File: config.mk
export PLATFORM = sky130hd
export DESIGN_NAME = decoder_gate_scheduler
export DESIGN_NICKNAME = d
export VERILOG_FILES = /design/src/rtl/decoder_gate_scheduler.sv
export SDC_FILE = /design/constraint.sdc
export NUM_CORES = 1
export LEC_CHECK = 0
export ABC_AREA = 1
export CAP_MARGIN = 40
export CORE_MARGIN = 4
export CORE_UTILIZATION = 48
export CTS_BUF_LIST = sky130_fd_sc_hd__clkbuf_4
export DETAILED_ROUTE_END_ITERATION = 6
export PLACE_DENSITY_LB_ADDON = 0.15
export SETUP_SLACK_MARGIN = 0.3
export SYNTH_ARGS = -nofsm -noshare
export SYNTH_HDL_FRONTEND = slang
export SYNTH_HIERARCHICAL = 1
export SYNTH_SLANG_ARGS = --single-unit
File: constraint.sdc
create_clock -name clk -period 2.3 [get_ports clk]
set_input_delay 0.345 -clock clk [delete_from_list [all_inputs] [get_ports clk]]
set_output_delay 0.345 -clock clk [all_outputs]
set_load 0.02 [all_outputs]
File: src/rtl/decoder_gate_scheduler.sv
// decoder_gate_scheduler: round-robin scheduler that time-shares a single
// 2-to-4 decoder among N_REQ requesters. Each transaction evaluates one
// 1-bit gate (NOT/AND/OR/XOR) from the decoder outputs. Only one transaction
// is in flight at a time: IDLE (grant) -> EVAL (decode) -> RESP (handshake).

// Shared 2-to-4 one-hot decoder.
module decoder_2x4 (
   input  logic [1:0] sel_i,
   output logic [3:0] dec_o
);

   // One-hot decode of the 2-bit select.
   always_comb begin
      dec_o = 4'b0001 << sel_i;
   end

endmodule

module decoder_gate_scheduler #(
   parameter int N_REQ = 4,
   parameter int ID_W  = 2
) (
   input  logic                 clk,
   input  logic                 rst,
   input  logic [N_REQ-1:0]     req_valid,
   input  logic [2*N_REQ-1:0]   req_op,
   input  logic [N_REQ-1:0]     req_a,
   input  logic [N_REQ-1:0]     req_b,
   output logic [N_REQ-1:0]     req_ready,
   output logic                 resp_valid,
   input  logic                 resp_ready,
   output logic [ID_W-1:0]      resp_id,
   output logic                 resp_data,
   output logic                 dec_err
);

   localparam logic [1:0] OP_NOT = 2'b00;
   localparam logic [1:0] OP_AND = 2'b01;
   localparam logic [1:0] OP_OR  = 2'b10;
   localparam logic [1:0] OP_XOR = 2'b11;

   typedef enum logic [1:0] {
      IDLE = 2'd0,
      EVAL = 2'd1,
      RESP = 2'd2
   } state_t;

   state_t            state_q, state_d;
   logic [ID_W-1:0]   rr_ptr_q, rr_ptr_d;
   logic [1:0]        op_q, op_d;
   logic              a_q, a_d;
   logic              b_q, b_d;
   logic [ID_W-1:0]   owner_q, owner_d;
   logic              resp_valid_q, resp_valid_d;
   logic              resp_data_q, resp_data_d;
   logic              dec_err_q, dec_err_d;

   // Candidate requester indices in round-robin order starting at rr_ptr.
   logic [ID_W-1:0]   cand_idx [N_REQ];
   logic [N_REQ-1:0]  cand_vld;
   logic [ID_W-1:0]   grant_idx;
   logic              grant_en;

   logic [1:0]        dec_sel;
   logic [3:0]        dec_w;
   logic              dec_onehot;
   logic              gate_res;

   for (genvar gi = 0; gi < N_REQ; gi++) begin : g_cand
      logic [ID_W:0] sum;
      assign sum           = {1'b0, rr_ptr_q} + (ID_W+1)'(gi);
      assign cand_idx[gi]  = (sum >= (ID_W+1)'(N_REQ)) ? ID_W'(sum - (ID_W+1)'(N_REQ))
                                                       : sum[ID_W-1:0];
      assign cand_vld[gi]  = req_valid[cand_idx[gi]];
   end

   // Pick the first valid candidate; scanning high-to-low lets the lowest offset win.
   always_comb begin
      grant_idx = cand_idx[0];
      for (int k = N_REQ - 1; k >= 0; k--) begin
         if (cand_vld[k]) begin
            grant_idx = cand_idx[k];
         end
      end
   end

   // A grant is only issued from IDLE, and never while reset is held.
   assign grant_en = (state_q == IDLE) && !rst && (|req_valid);

   for (genvar gi = 0; gi < N_REQ; gi++) begin : g_ready
      assign req_ready[gi] = grant_en && (grant_idx == ID_W'(gi));
   end

   // NOT only looks at a, so b is forced low to keep the lookup to w[0]/w[2].
   assign dec_sel = (op_q == OP_NOT) ? {a_q, 1'b0} : {a_q, b_q};

   decoder_2x4 u_dec (
      .sel_i (dec_sel),
      .dec_o (dec_w)
   );

   // A healthy decoder output has exactly one bit set.
   assign dec_onehot = (dec_w != 4'b0000) && ((dec_w & (dec_w - 4'b0001)) == 4'b0000);

   // Gate result built purely from decoder lines.
   always_comb begin
      gate_res = 1'b0;
      case (op_q)
         OP_NOT:  gate_res = dec_w[0];
         OP_AND:  gate_res = dec_w[3];
         OP_OR:   gate_res = dec_w[1] | dec_w[2] | dec_w[3];
         OP_XOR:  gate_res = dec_w[1] | dec_w[2];
         default: gate_res = 1'b0;
      endcase
   end

   // Next-state and datapath update for the grant/evaluate/respond sequence.
   always_comb begin
      state_d      = state_q;
      rr_ptr_d     = rr_ptr_q;
      op_d         = op_q;
      a_d          = a_q;
      b_d          = b_q;
      owner_d      = owner_q;
      resp_valid_d = resp_valid_q;
      resp_data_d  = resp_data_q;
      dec_err_d    = dec_err_q;
      case (state_q)
         IDLE: begin
            if (grant_en) begin
               op_d     = req_op[{grant_idx, 1'b0} +: 2];
               a_d      = req_a[grant_idx];
               b_d      = req_b[grant_idx];
               owner_d  = grant_idx;
               rr_ptr_d = (grant_idx == ID_W'(N_REQ - 1)) ? '0 : grant_idx + 1'b1;
               state_d  = EVAL;
            end
         end
         EVAL: begin
            resp_data_d  = gate_res;
            resp_valid_d = 1'b1;
            if (!dec_onehot) begin
               dec_err_d = 1'b1;
            end
            state_d = RESP;
         end
         RESP: begin
            if (resp_ready) begin
               resp_valid_d = 1'b0;
               state_d      = IDLE;
            end
         end
         default: begin
            state_d = IDLE;
         end
      endcase
   end

   // FSM state register.
   always_ff @(posedge clk) begin
      if (rst) begin
         state_q <= IDLE;
      end else begin
         state_q <= state_d;
      end
   end

   // Datapath registers; reset drops any in-flight transaction.
   always_ff @(posedge clk) begin
      if (rst) begin
         rr_ptr_q     <= '0;
         op_q         <= 2'b00;
         a_q          <= 1'b0;
         b_q          <= 1'b0;
         owner_q      <= '0;
         resp_valid_q <= 1'b0;
         resp_data_q  <= 1'b0;
         dec_err_q    <= 1'b0;
      end else begin
         rr_ptr_q     <= rr_ptr_d;
         op_q         <= op_d;
         a_q          <= a_d;
         b_q          <= b_d;
         owner_q      <= owner_d;
         resp_valid_q <= resp_valid_d;
         resp_data_q  <= resp_data_d;
         dec_err_q    <= dec_err_d;
      end
   end

   assign resp_valid = resp_valid_q;
   assign resp_id    = owner_q;
   assign resp_data  = resp_data_q;
   assign dec_err    = dec_err_q;

endmodule

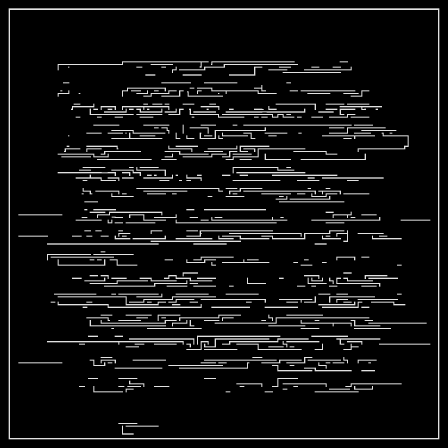
*The metal 1 layer*
The wires run mostly horizontal. The layer holds 39% of the routed length.

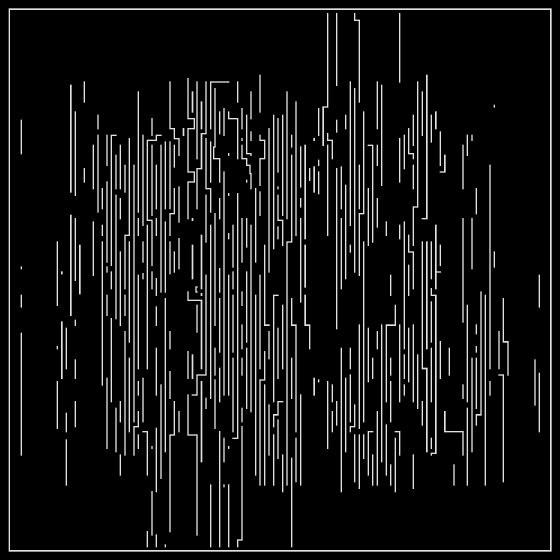
*The metal 2 layer*
238 nets have wire on it. The layer holds 50% of the routed length. The wires run mostly vertical.

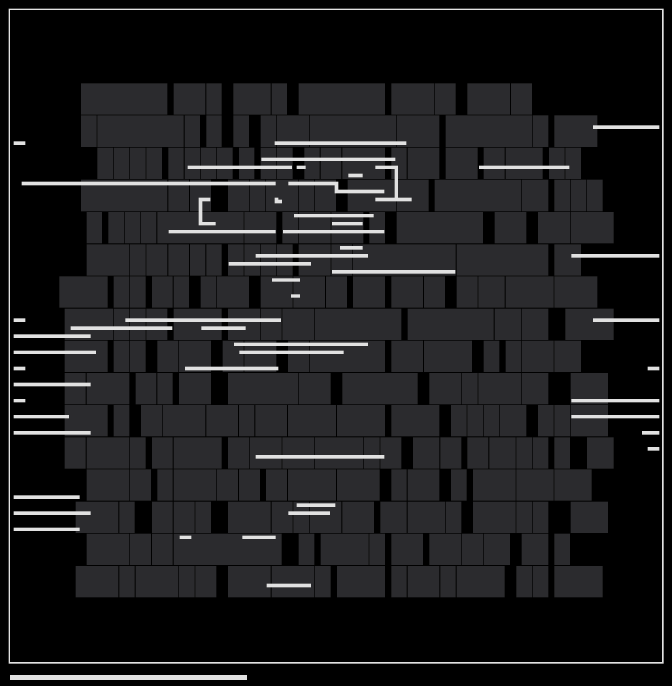
*Metal 3*
The bar under the picture is 20 um long. Cells faint in the background.
The layer holds 7.6% of the routed length. The layer carries 295 um of wire.
global-route met3 utilization: 5.63%
WL final: 3880 um
Vias: 1431

==> run summary <==
clock buffer depth: 2
Tcrit/Tclk final: 96.4%
CTS buffer count: 3
fraction of layout cells with a size suffix above 1: 32.6%
Layout clock buffers: 4
CP arrival: 1.87 ns
pre-CTS setup slack: -0.471 ns
Worst-Margin Slew: 0.365 ns
worst reg2reg setup slack: 0.37 ns
power per cell area: 775 nW/um^2
Post-DRT Antenna Nets: 0
GRT Max-Usage Layer: met2
Clk pwr share: 11.6%
Max-cap violations: 0
syn nets: 203
Async SR Flop Fraction: 0%
power in combinational cells: 0.924 mW
Clock buffers and inverters, area share: 1.70%
most frequent cells in the layout: inv_1 (35), buf_4 (29), nand2_1 (28), nand3_1 (28), clkdlybuf4s50_1 (23)
Critical path origin: rr_ptr_q[0]$_SDFFE_PP0P_
Mux cell area share: 0%
wl on met1: 1520 um
Tot Pwr: 1.37 mW
register share after synthesis: 24.4%
flip-flops: 13
leakage power: 0.915 nW
CP Capture Type: output port
CP max-delay cell: dfxtp_4
core area: 2040 um^2
status: completed
setup ws final: 0.0838 ns
Hold Crit Class: reg -> reg
Compound-Gate Fraction of Synth Area: 10.2%
No activity file was given, so power comes from the tool's default toggle rates.
